### src/rtl/data_mem_arbiter_if.sv
// rtl/data_mem_arbiter_if.sv - requester and data-memory signal bundle for the arbiter
interface data_mem_arbiter_if #(
    parameter int ADDR_W = 16,
    parameter int DATA_W = 32
);
    logic              req0;
    logic              we0;
    logic [ADDR_W-1:0] addr0;
    logic [DATA_W-1:0] wdata0;
    logic              gnt0;
    logic              rvalid0;
    logic [DATA_W-1:0] rdata0;
    logic              cpu_stall;

    logic              req1;
    logic              we1;
    logic [ADDR_W-1:0] addr1;
    logic [DATA_W-1:0] wdata1;
    logic              lock1;
    logic              gnt1;
    logic              rvalid1;
    logic [DATA_W-1:0] rdata1;

    logic [ADDR_W-1:0] mem_addr;
    logic [DATA_W-1:0] mem_wdata;
    logic              mem_write;
    logic              mem_read;
    logic [DATA_W-1:0] mem_rdata;

    modport slave (
        input  req0, we0, addr0, wdata0,
        input  req1, we1, addr1, wdata1, lock1,
        input  mem_rdata,
        output gnt0, rvalid0, rdata0, cpu_stall,
        output gnt1, rvalid1, rdata1,
        output mem_addr, mem_wdata, mem_write, mem_read
    );

    modport master (
        output req0, we0, addr0, wdata0,
        output req1, we1, addr1, wdata1, lock1,
        output mem_rdata,
        input  gnt0, rvalid0, rdata0, cpu_stall,
        input  gnt1, rvalid1, rdata1,
        input  mem_addr, mem_wdata, mem_write, mem_read
    );
endinterface

### src/rtl/data_mem_arbiter.sv
// rtl/data_mem_arbiter.sv - CPU-priority data-memory arbiter with loader starvation guard and locked bursts
module data_mem_arbiter #(
    parameter int ADDR_W       = 16,
    parameter int DATA_W       = 32,
    parameter int STARVE_LIMIT = 8,
    parameter int MAX_BURST    = 4
) (
    input  logic                i_clock,
    input  logic                i_reset,
    data_mem_arbiter_if.slave   bus
);
    localparam logic [7:0] LP_STARVE = 8'(STARVE_LIMIT);
    localparam logic [7:0] LP_BURST  = 8'(MAX_BURST);

    typedef enum logic {
        S_IDLE,
        S_LBURST
    } state_t;

    state_t            r_state;
    logic [7:0]        r_starve_cnt;
    logic [7:0]        r_burst_cnt;
    logic              r_rvalid0;
    logic              r_rvalid1;
    logic [DATA_W-1:0] r_rdata0;
    logic [DATA_W-1:0] r_rdata1;

    logic w_gnt0;
    logic w_gnt1;

    // Grants are forced low while reset is held so no command reaches memory.
    always_comb begin
        w_gnt0 = 1'b0;
        w_gnt1 = 1'b0;
        if (!i_reset) begin
            if (r_state == S_LBURST && bus.req1 && bus.lock1) begin
                if (r_burst_cnt == LP_BURST && bus.req0) begin
                    w_gnt0 = 1'b1;
                end else begin
                    w_gnt1 = 1'b1;
                end
            end else if (r_starve_cnt == LP_STARVE && bus.req1) begin
                w_gnt1 = 1'b1;
            end else if (bus.req0) begin
                w_gnt0 = 1'b1;
            end else if (bus.req1) begin
                w_gnt1 = 1'b1;
            end
        end
    end

    assign bus.gnt0      = w_gnt0;
    assign bus.gnt1      = w_gnt1;
    assign bus.cpu_stall = bus.req0 & ~w_gnt0;
    assign bus.mem_addr  = w_gnt0 ? bus.addr0  : (w_gnt1 ? bus.addr1  : '0);
    assign bus.mem_wdata = w_gnt0 ? bus.wdata0 : (w_gnt1 ? bus.wdata1 : '0);
    assign bus.mem_write = (w_gnt0 & bus.we0) | (w_gnt1 & bus.we1);
    assign bus.mem_read  = (w_gnt0 & ~bus.we0) | (w_gnt1 & ~bus.we1);
    assign bus.rvalid0   = r_rvalid0;
    assign bus.rvalid1   = r_rvalid1;
    assign bus.rdata0    = r_rdata0;
    assign bus.rdata1    = r_rdata1;

    always_ff @(posedge i_clock or posedge i_reset) begin
        if (i_reset) begin
            r_state      <= S_IDLE;
            r_starve_cnt <= 8'd0;
            r_burst_cnt  <= 8'd0;
            r_rvalid0    <= 1'b0;
            r_rvalid1    <= 1'b0;
            r_rdata0     <= '0;
            r_rdata1     <= '0;
        end else begin
            r_rvalid0 <= w_gnt0 & ~bus.we0;
            r_rvalid1 <= w_gnt1 & ~bus.we1;
            if (w_gnt0 && !bus.we0) begin
                r_rdata0 <= bus.mem_rdata;
            end
            if (w_gnt1 && !bus.we1) begin
                r_rdata1 <= bus.mem_rdata;
            end

            // Any cycle without a locked loader grant (drop, unlock, preemption) ends the burst.
            if (w_gnt1 && bus.lock1) begin
                r_state <= S_LBURST;
                if (r_state == S_IDLE) begin
                    r_burst_cnt <= 8'd1;
                end else if (r_burst_cnt != LP_BURST) begin
                    r_burst_cnt <= r_burst_cnt + 8'd1;
                end
            end else begin
                r_state     <= S_IDLE;
                r_burst_cnt <= 8'd0;
            end

            if (bus.req1 && !w_gnt1) begin
                if (r_starve_cnt != LP_STARVE) begin
                    r_starve_cnt <= r_starve_cnt + 8'd1;
                end
            end else begin
                r_starve_cnt <= 8'd0;
            end
        end
    end
endmodule

### src/flat_wrapper.sv
// flat-port wrapper written by rule: the top's interface ports become plain ports
module data_mem_arbiter_flat 
#(
    parameter int ADDR_W       = 16,
    parameter int DATA_W       = 32,
    parameter int STARVE_LIMIT = 8,
    parameter int MAX_BURST    = 4
)
  (i_clock, i_reset, bus_req0, bus_we0, bus_addr0, bus_wdata0, bus_req1, bus_we1, bus_addr1, bus_wdata1, bus_lock1, bus_mem_rdata, bus_gnt0, bus_rvalid0, bus_rdata0, bus_cpu_stall, bus_gnt1, bus_rvalid1, bus_rdata1, bus_mem_addr, bus_mem_wdata, bus_mem_write, bus_mem_read);
  data_mem_arbiter_if #(.ADDR_W(ADDR_W), .DATA_W(DATA_W)) bus_i ();
  input  logic i_clock;
  input  logic i_reset;
  input wire logic [$bits(bus_i.req0)-1:0] bus_req0;
  input wire logic [$bits(bus_i.we0)-1:0] bus_we0;
  input wire logic [$bits(bus_i.addr0)-1:0] bus_addr0;
  input wire logic [$bits(bus_i.wdata0)-1:0] bus_wdata0;
  input wire logic [$bits(bus_i.req1)-1:0] bus_req1;
  input wire logic [$bits(bus_i.we1)-1:0] bus_we1;
  input wire logic [$bits(bus_i.addr1)-1:0] bus_addr1;
  input wire logic [$bits(bus_i.wdata1)-1:0] bus_wdata1;
  input wire logic [$bits(bus_i.lock1)-1:0] bus_lock1;
  input wire logic [$bits(bus_i.mem_rdata)-1:0] bus_mem_rdata;
  output wire logic [$bits(bus_i.gnt0)-1:0] bus_gnt0;
  output wire logic [$bits(bus_i.rvalid0)-1:0] bus_rvalid0;
  output wire logic [$bits(bus_i.rdata0)-1:0] bus_rdata0;
  output wire logic [$bits(bus_i.cpu_stall)-1:0] bus_cpu_stall;
  output wire logic [$bits(bus_i.gnt1)-1:0] bus_gnt1;
  output wire logic [$bits(bus_i.rvalid1)-1:0] bus_rvalid1;
  output wire logic [$bits(bus_i.rdata1)-1:0] bus_rdata1;
  output wire logic [$bits(bus_i.mem_addr)-1:0] bus_mem_addr;
  output wire logic [$bits(bus_i.mem_wdata)-1:0] bus_mem_wdata;
  output wire logic [$bits(bus_i.mem_write)-1:0] bus_mem_write;
  output wire logic [$bits(bus_i.mem_read)-1:0] bus_mem_read;
  assign bus_i.req0 = bus_req0;
  assign bus_i.we0 = bus_we0;
  assign bus_i.addr0 = bus_addr0;
  assign bus_i.wdata0 = bus_wdata0;
  assign bus_i.req1 = bus_req1;
  assign bus_i.we1 = bus_we1;
  assign bus_i.addr1 = bus_addr1;
  assign bus_i.wdata1 = bus_wdata1;
  assign bus_i.lock1 = bus_lock1;
  assign bus_i.mem_rdata = bus_mem_rdata;
  assign bus_gnt0 = bus_i.gnt0;
  assign bus_rvalid0 = bus_i.rvalid0;
  assign bus_rdata0 = bus_i.rdata0;
  assign bus_cpu_stall = bus_i.cpu_stall;
  assign bus_gnt1 = bus_i.gnt1;
  assign bus_rvalid1 = bus_i.rvalid1;
  assign bus_rdata1 = bus_i.rdata1;
  assign bus_mem_addr = bus_i.mem_addr;
  assign bus_mem_wdata = bus_i.mem_wdata;
  assign bus_mem_write = bus_i.mem_write;
  assign bus_mem_read = bus_i.mem_read;
  data_mem_arbiter #(.ADDR_W(ADDR_W), .DATA_W(DATA_W), .STARVE_LIMIT(STARVE_LIMIT), .MAX_BURST(MAX_BURST)) u_core (.i_clock(i_clock), .i_reset(i_reset), .bus(bus_i));
endmodule
### config.mk
export PLATFORM = sky130hd
export DESIGN_NAME = data_mem_arbiter_flat
export DESIGN_NICKNAME = d
export VERILOG_FILES = /design/src/rtl/data_mem_arbiter_if.sv /design/src/rtl/data_mem_arbiter.sv /design/src/flat_wrapper.sv
export SDC_FILE = /design/constraint.sdc
export NUM_CORES = 1
export LEC_CHECK = 0
export CAP_MARGIN = 20
export CELL_PAD_IN_SITES_DETAIL_PLACEMENT = 0
export CELL_PAD_IN_SITES_GLOBAL_PLACEMENT = 1
export CORE_ASPECT_RATIO = 1.4
export CORE_MARGIN = 10
export CORE_UTILIZATION = 30
export CTS_BUF_LIST = sky130_fd_sc_hd__clkbuf_4
export DETAILED_ROUTE_END_ITERATION = 8
export PLACE_DENSITY_LB_ADDON = 0.25
export RECOVER_POWER = 25
export SYNTH_ARGS = -nofsm -noshare
export SYNTH_HDL_FRONTEND = slang
export SYNTH_SLANG_ARGS = --single-unit
### constraint.sdc
create_clock -name i_clock -period 14.4 [get_ports i_clock]
set_clock_uncertainty 0.05 [all_clocks]
set_input_delay 2.88 -clock i_clock [delete_from_list [all_inputs] [get_ports i_clock]]
set_output_delay 2.88 -clock i_clock [all_outputs]
set_load 0.03 [all_outputs]
==> run_1/logic_types.png <==
The bar under the picture is 20 um long.
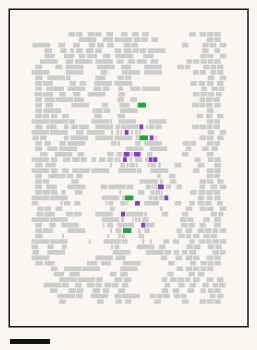
fa/ha/maj cells: drawn in green, cells 4, most used ha_1, where centre. and/or cells: drawn in purple, cells 13, most used and3_1, where centre.
number of cells in the finished layout apart from fillers: 741
multi-input gate share of total cell area: 27.0%
most common cell after layout, fill and taps aside: clkdlybuf4s50_1

==> run_1/congestion.png <==
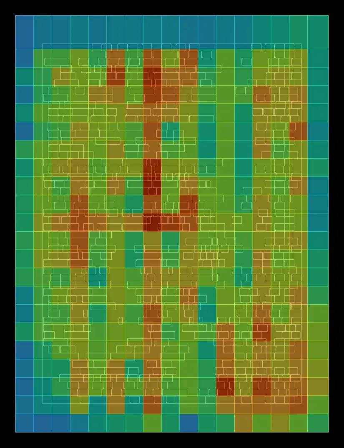
post-layout utilization of the core: 51.4%
total routing usage reported by global routing: 16.3%
GRT busiest layer: met2
Wirelength per Cell: 21.0 um
met3 Resource Use GR: 7.56%

==> run_1/flops_by_reg.png <==
The bar under the picture is 20 um long. Other sequential cells in the stronger grey, the rest of the logic in the fainter grey.
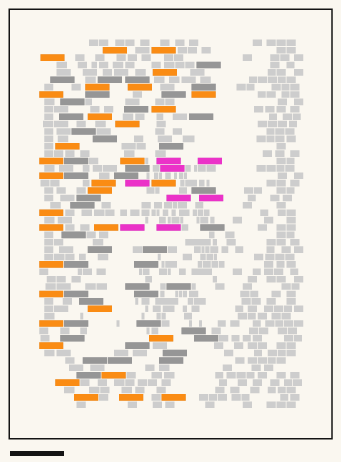
u_core.r_burst_cnt: drawn in magenta, flops 8, where centre. u_core.bus.rdata0: drawn in orange, flops 32.
Another 43 sequential cells are not coloured.
sequential share of cell area: 30.3%
sequential standard cell area: 2080 sq um
sequential-cell power consumption: 0.000295 W

==> run_1/wires.png <==
The bar under the picture is 20 um long.
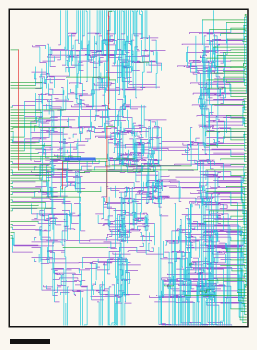
metal 2: drawn in cyan, wire length 7,550 um. metal 5: drawn in blue, wire length 13.8 um. metal 3: drawn in green, wire length 1,670 um. metal 1: drawn in purple, wire length 6,200 um. metal 4: drawn in red, wire length 160 um.
Final Routed Wirelength: 15,600 um
routed via count: 3,502

==> run notes, run 1 <==
The area share of the largest cell type after synthesis is 51.2%. The mean area per synthesized cell came out at 13.4 sq um. Worst hold path endpoint: u_core.bus.rdata0[23].

The worst setup path is launched from an input port. Per the post-route antenna check, the number of violating nets is 0. Following the worst setup path forward leads to its endpoint at bus_mem_addr[11].

Before placement the cells fill 30.5% of the core. The number of warnings the tools reported is 28. The setup check on the worst reg-to-reg path leaves a slack of 11.85 ns. The commonest cells after synthesis are 83 x dfrtp_1, 49 x a22o_1, 36 x mux2_2, 28 x mux2_4, 14 x nor2_1. The post-route worst hold slack was 0.464 ns. The checks that failed: capacitance limit, slew limit.

The number of setup buffers added after CTS is 0. Once placement completed, the tool counted placed cells totaling 726. Among all flip-flop cells after synthesis, the most frequent one is dfrtp_1.

Pins over their slew limit in the final report were tallied at 90. Looking at the area split, the leading class of cells is buffers. The buffer cell driving the clock tree root was clkbuf_4.

In this run, synthesis inferred 0 flip-flops with an integrated enable. The run reported a max-capacitance violation count of 2. With the number of buffers outside the clock class in the layout at 258, the multiplexer fraction of the synthesized cell area is 20.8%. STA puts the critical path data arrival time at 6.66 ns. With the number of DRC violations after detailed-routing iteration 0 at 229, the clock distribution area overhead in the final layout is 1.39%.

The area growth from synthesis to layout is 68.9%. For this design the top-level I/O count stands at 254. Setup repair after global routing left no endpoint under its margin. CTS added clock buffers totalling 9.

The flow inserted 182 tap cells. The summed instance area of the synthesized netlist is 4060 sq um, and the required time of the critical path is 11.47 ns. Setup slack on the critical path of the routed design comes to 4.81 ns. Global routing consumed, on the met1 layer, 18.1% of the routing resources. Per the synthesis report, the adder-cell share of the synthesized area is 1.23%. With the largest driver fanout on the critical path at 53, the summed area of non-filler cells in the final layout is 6850 sq um. The flow ran to the end, but the final reports show violations. According to the floorplan report, the die height is 158 um. The routed design uses 1670 um of met3 wire. After detailed routing, the number of vias per cell comes to 4.73. The run gives 105 nW/um^2 for the power density normalized to cell area.

The depth of the worst hold-timing path came out at 1. Per the layout area report, the combinational gate area comes to 1850 sq um.
-- run 1: sequential cells by signal, summed over array words and instances, names as in the netlist --
register and cells:
u_core.bus.rvalid0 1, u_core.bus.rdata0 32, u_core.bus.rvalid1 1, u_core.r_burst_cnt 8, u_core.r_state 1, u_core.bus.rdata1 32, u_core.r_starve_cnt 8
-- run 1: power by group --
part	switching (W)	internal (W)
Sequential	0.0000225	0.000272
Combinational	0.000159	0.000159
Clock	0.0000746	0.0000343
Total	0.000256	0.000466
-- run 1: worst max-delay path, cell delays in order --
cell and delay (ns):
dlygate4sd3_1 0.60, clkinvlp_2 1.21, nand2_1 0.68, a31oi_4 0.03, buf_4 0.32, a22o_1 0.32, clkdlybuf4s50_1 0.60
==> run_1/detail.png <==
The bar under the picture is 5 um long. Region (49, 100) to (69, 120) um. Cells in grey, sequential cells in the stronger grey; small squares are vias.
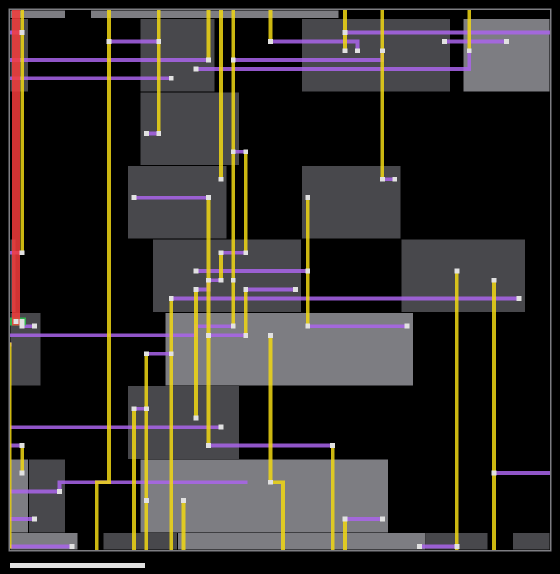

==> run 2, diff against run 1 <==
--- a/config.mk
+++ b/config.mk
@@ -10,7 +10,7 @@
 export CELL_PAD_IN_SITES_GLOBAL_PLACEMENT = 1
 export CORE_ASPECT_RATIO = 1.4
 export CORE_MARGIN = 10
-export CORE_UTILIZATION = 30
+export CORE_UTILIZATION = 28
 export CTS_BUF_LIST = sky130_fd_sc_hd__clkbuf_4
 export DETAILED_ROUTE_END_ITERATION = 8
 export PLACE_DENSITY_LB_ADDON = 0.25
==> constraint.sdc (replaced) <==
create_clock -name i_clock -period 9.43 [get_ports i_clock]
set_clock_uncertainty 0.05 [all_clocks]
set_input_delay 1.886 -clock i_clock [delete_from_list [all_inputs] [get_ports i_clock]]
set_output_delay 1.886 -clock i_clock [all_outputs]
set_load 0.03 [all_outputs]
==> run_2/detail.png <==
The bar under the picture is 5 um long. Region (51, 104) to (71, 124) um. Cells in grey, sequential cells in the stronger grey; small squares are vias.
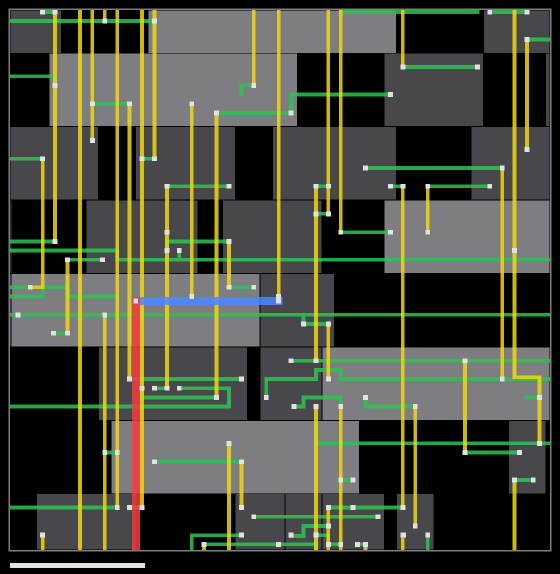
metal 1: drawn in green. metal 3: drawn in blue. metal 4: drawn in red. metal 2: drawn in yellow.
Most frequent: clkdlybuf4s50_1 (7), dfrtp_1 (6). Sequential cells in the window: 6. 24 logic cells have their middle in the window. Netlist names of flops here include u_core.bus.rdata0 (2), u_core.bus.rdata1 (2), u_core.r_burst_cnt (2).

==> run notes, run 2 <==
The run finished, with violations left. The final reports fail on capacitance limit, slew limit. For the sum of met3 wire segment lengths after detailed routing, the log shows 1610 um (-3.6%). The via-per-instance ratio was 4.63 (-1.9%); the count of pins over their slew limit was 87 (-3.3%).

In this run the critical path is formed by clkdlybuf4s50_1 > nand3_1 > a21o_1 > a311oi_4 > buf_4 > nand2b_1 > clkdlybuf4s50_1. The busiest layer in global routing is met2. The run gives 4060 sq um (unchanged) for the summed instance area of the synthesized netlist.

In this design, the largest share of critical-path delay is due to buffers and inverters. The required time of the critical path was 7.49 ns (-3.98 ns); the area share of the largest cell type after synthesis was 51.2% (unchanged). The buffer cell driving the clock tree root was clkbuf_4.

For this run, the leading register cell type out of synthesis is dfrtp_1. Looking at the group totals, the largest power group turns out to be combinational cells. The startpoint class of the critical path was an input port. The logs give 142 (-38%) for the number of DRC violations after detailed-routing iteration 0 and 0.000413 W (+61%) for the power dissipated by switching net loads. Met3 routing resource usage after global routing: 6.73% (-0.83 points). The layout-stage area growth over the synthesis result was 71.4%.

The most numerous cell type found on the critical path is clkdlybuf4s50_1. The power consumed by combinational cells was 0.000488 W (+53%); the overall die height was 162 um (+3.1%). Logic depth of the worst path, buffers included: 7 (unchanged). The critical path ends at bus_mem_read. The run gives 733 (+0.96%) as the cell count after placement.

The top-level I/O count is 254 (unchanged). The number of enable-type register cells in the synthesized netlist came out at 0 (unchanged). The relative contribution of sequential cells to total power is 37.9% (-2.9 points).

The number of non-filler instances in the completed layout is 754 (+1.8%), and the core utilization at floorplan is 28.3% (-2.1 points). The number of warnings the tools reported came out at 28 (unchanged). Among all stages on the critical path, the largest delay is contributed by clkdlybuf4s50_1. With the number of maximum-capacitance constraint violations at 2 (unchanged), the depth of the worst hold-timing path is 1 (unchanged). The run gives 0.470 ns (+0.00560 ns) for the post-route worst hold slack.

Most frequent standard cell in the layout excluding fill and tap cells: clkdlybuf4s50_1.
==> run_2/wires.png <==
The bar under the picture is 20 um long.
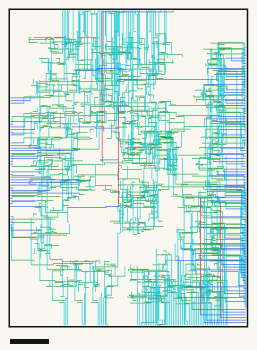
metal 4: drawn in red, wire length 245 um. metal 2: drawn in cyan, wire length 7,820 um. metal 3: drawn in blue, wire length 1,610 um. metal 1: drawn in green, wire length 5,640 um.
Final Routed Wirelength: 15,300 um
Wirelength per Cell: 20.3 um
total routing usage reported by global routing: 14.8%
routed via count: 3,494

==> run 2: area by class of cell <==
cell class	instances	area (sq um)	area share [%]
Tap cell	189	236	3.40
Inverter	9	35.0	0.504
Timing Repair Buffer	259	2570	36.9
Clock inverter	7	105	1.51
Multi-Input combinational cell	194	1860	26.7
Clock buffer	9	67.6	0.971
Antenna cell	4	10.0	0.144
Sequential cell	83	2080	29.9
==> run 2: cell families (layout without fill, tap and decap cells) <==
family	count (synthesis)	in the layout	share of synthesized area, %
compound gates	61	61	13.3
xor+xnor	12	12	2.59
fa+ha+maj	4	4	1.23
buf+inv	26	284	3.42
flops	83	83	51.2
mux	66	66	20.8
other cells	0	4	0
simple gates	51	51	7.40
Power figures rest on the tool's default switching activity, not on a simulated workload.
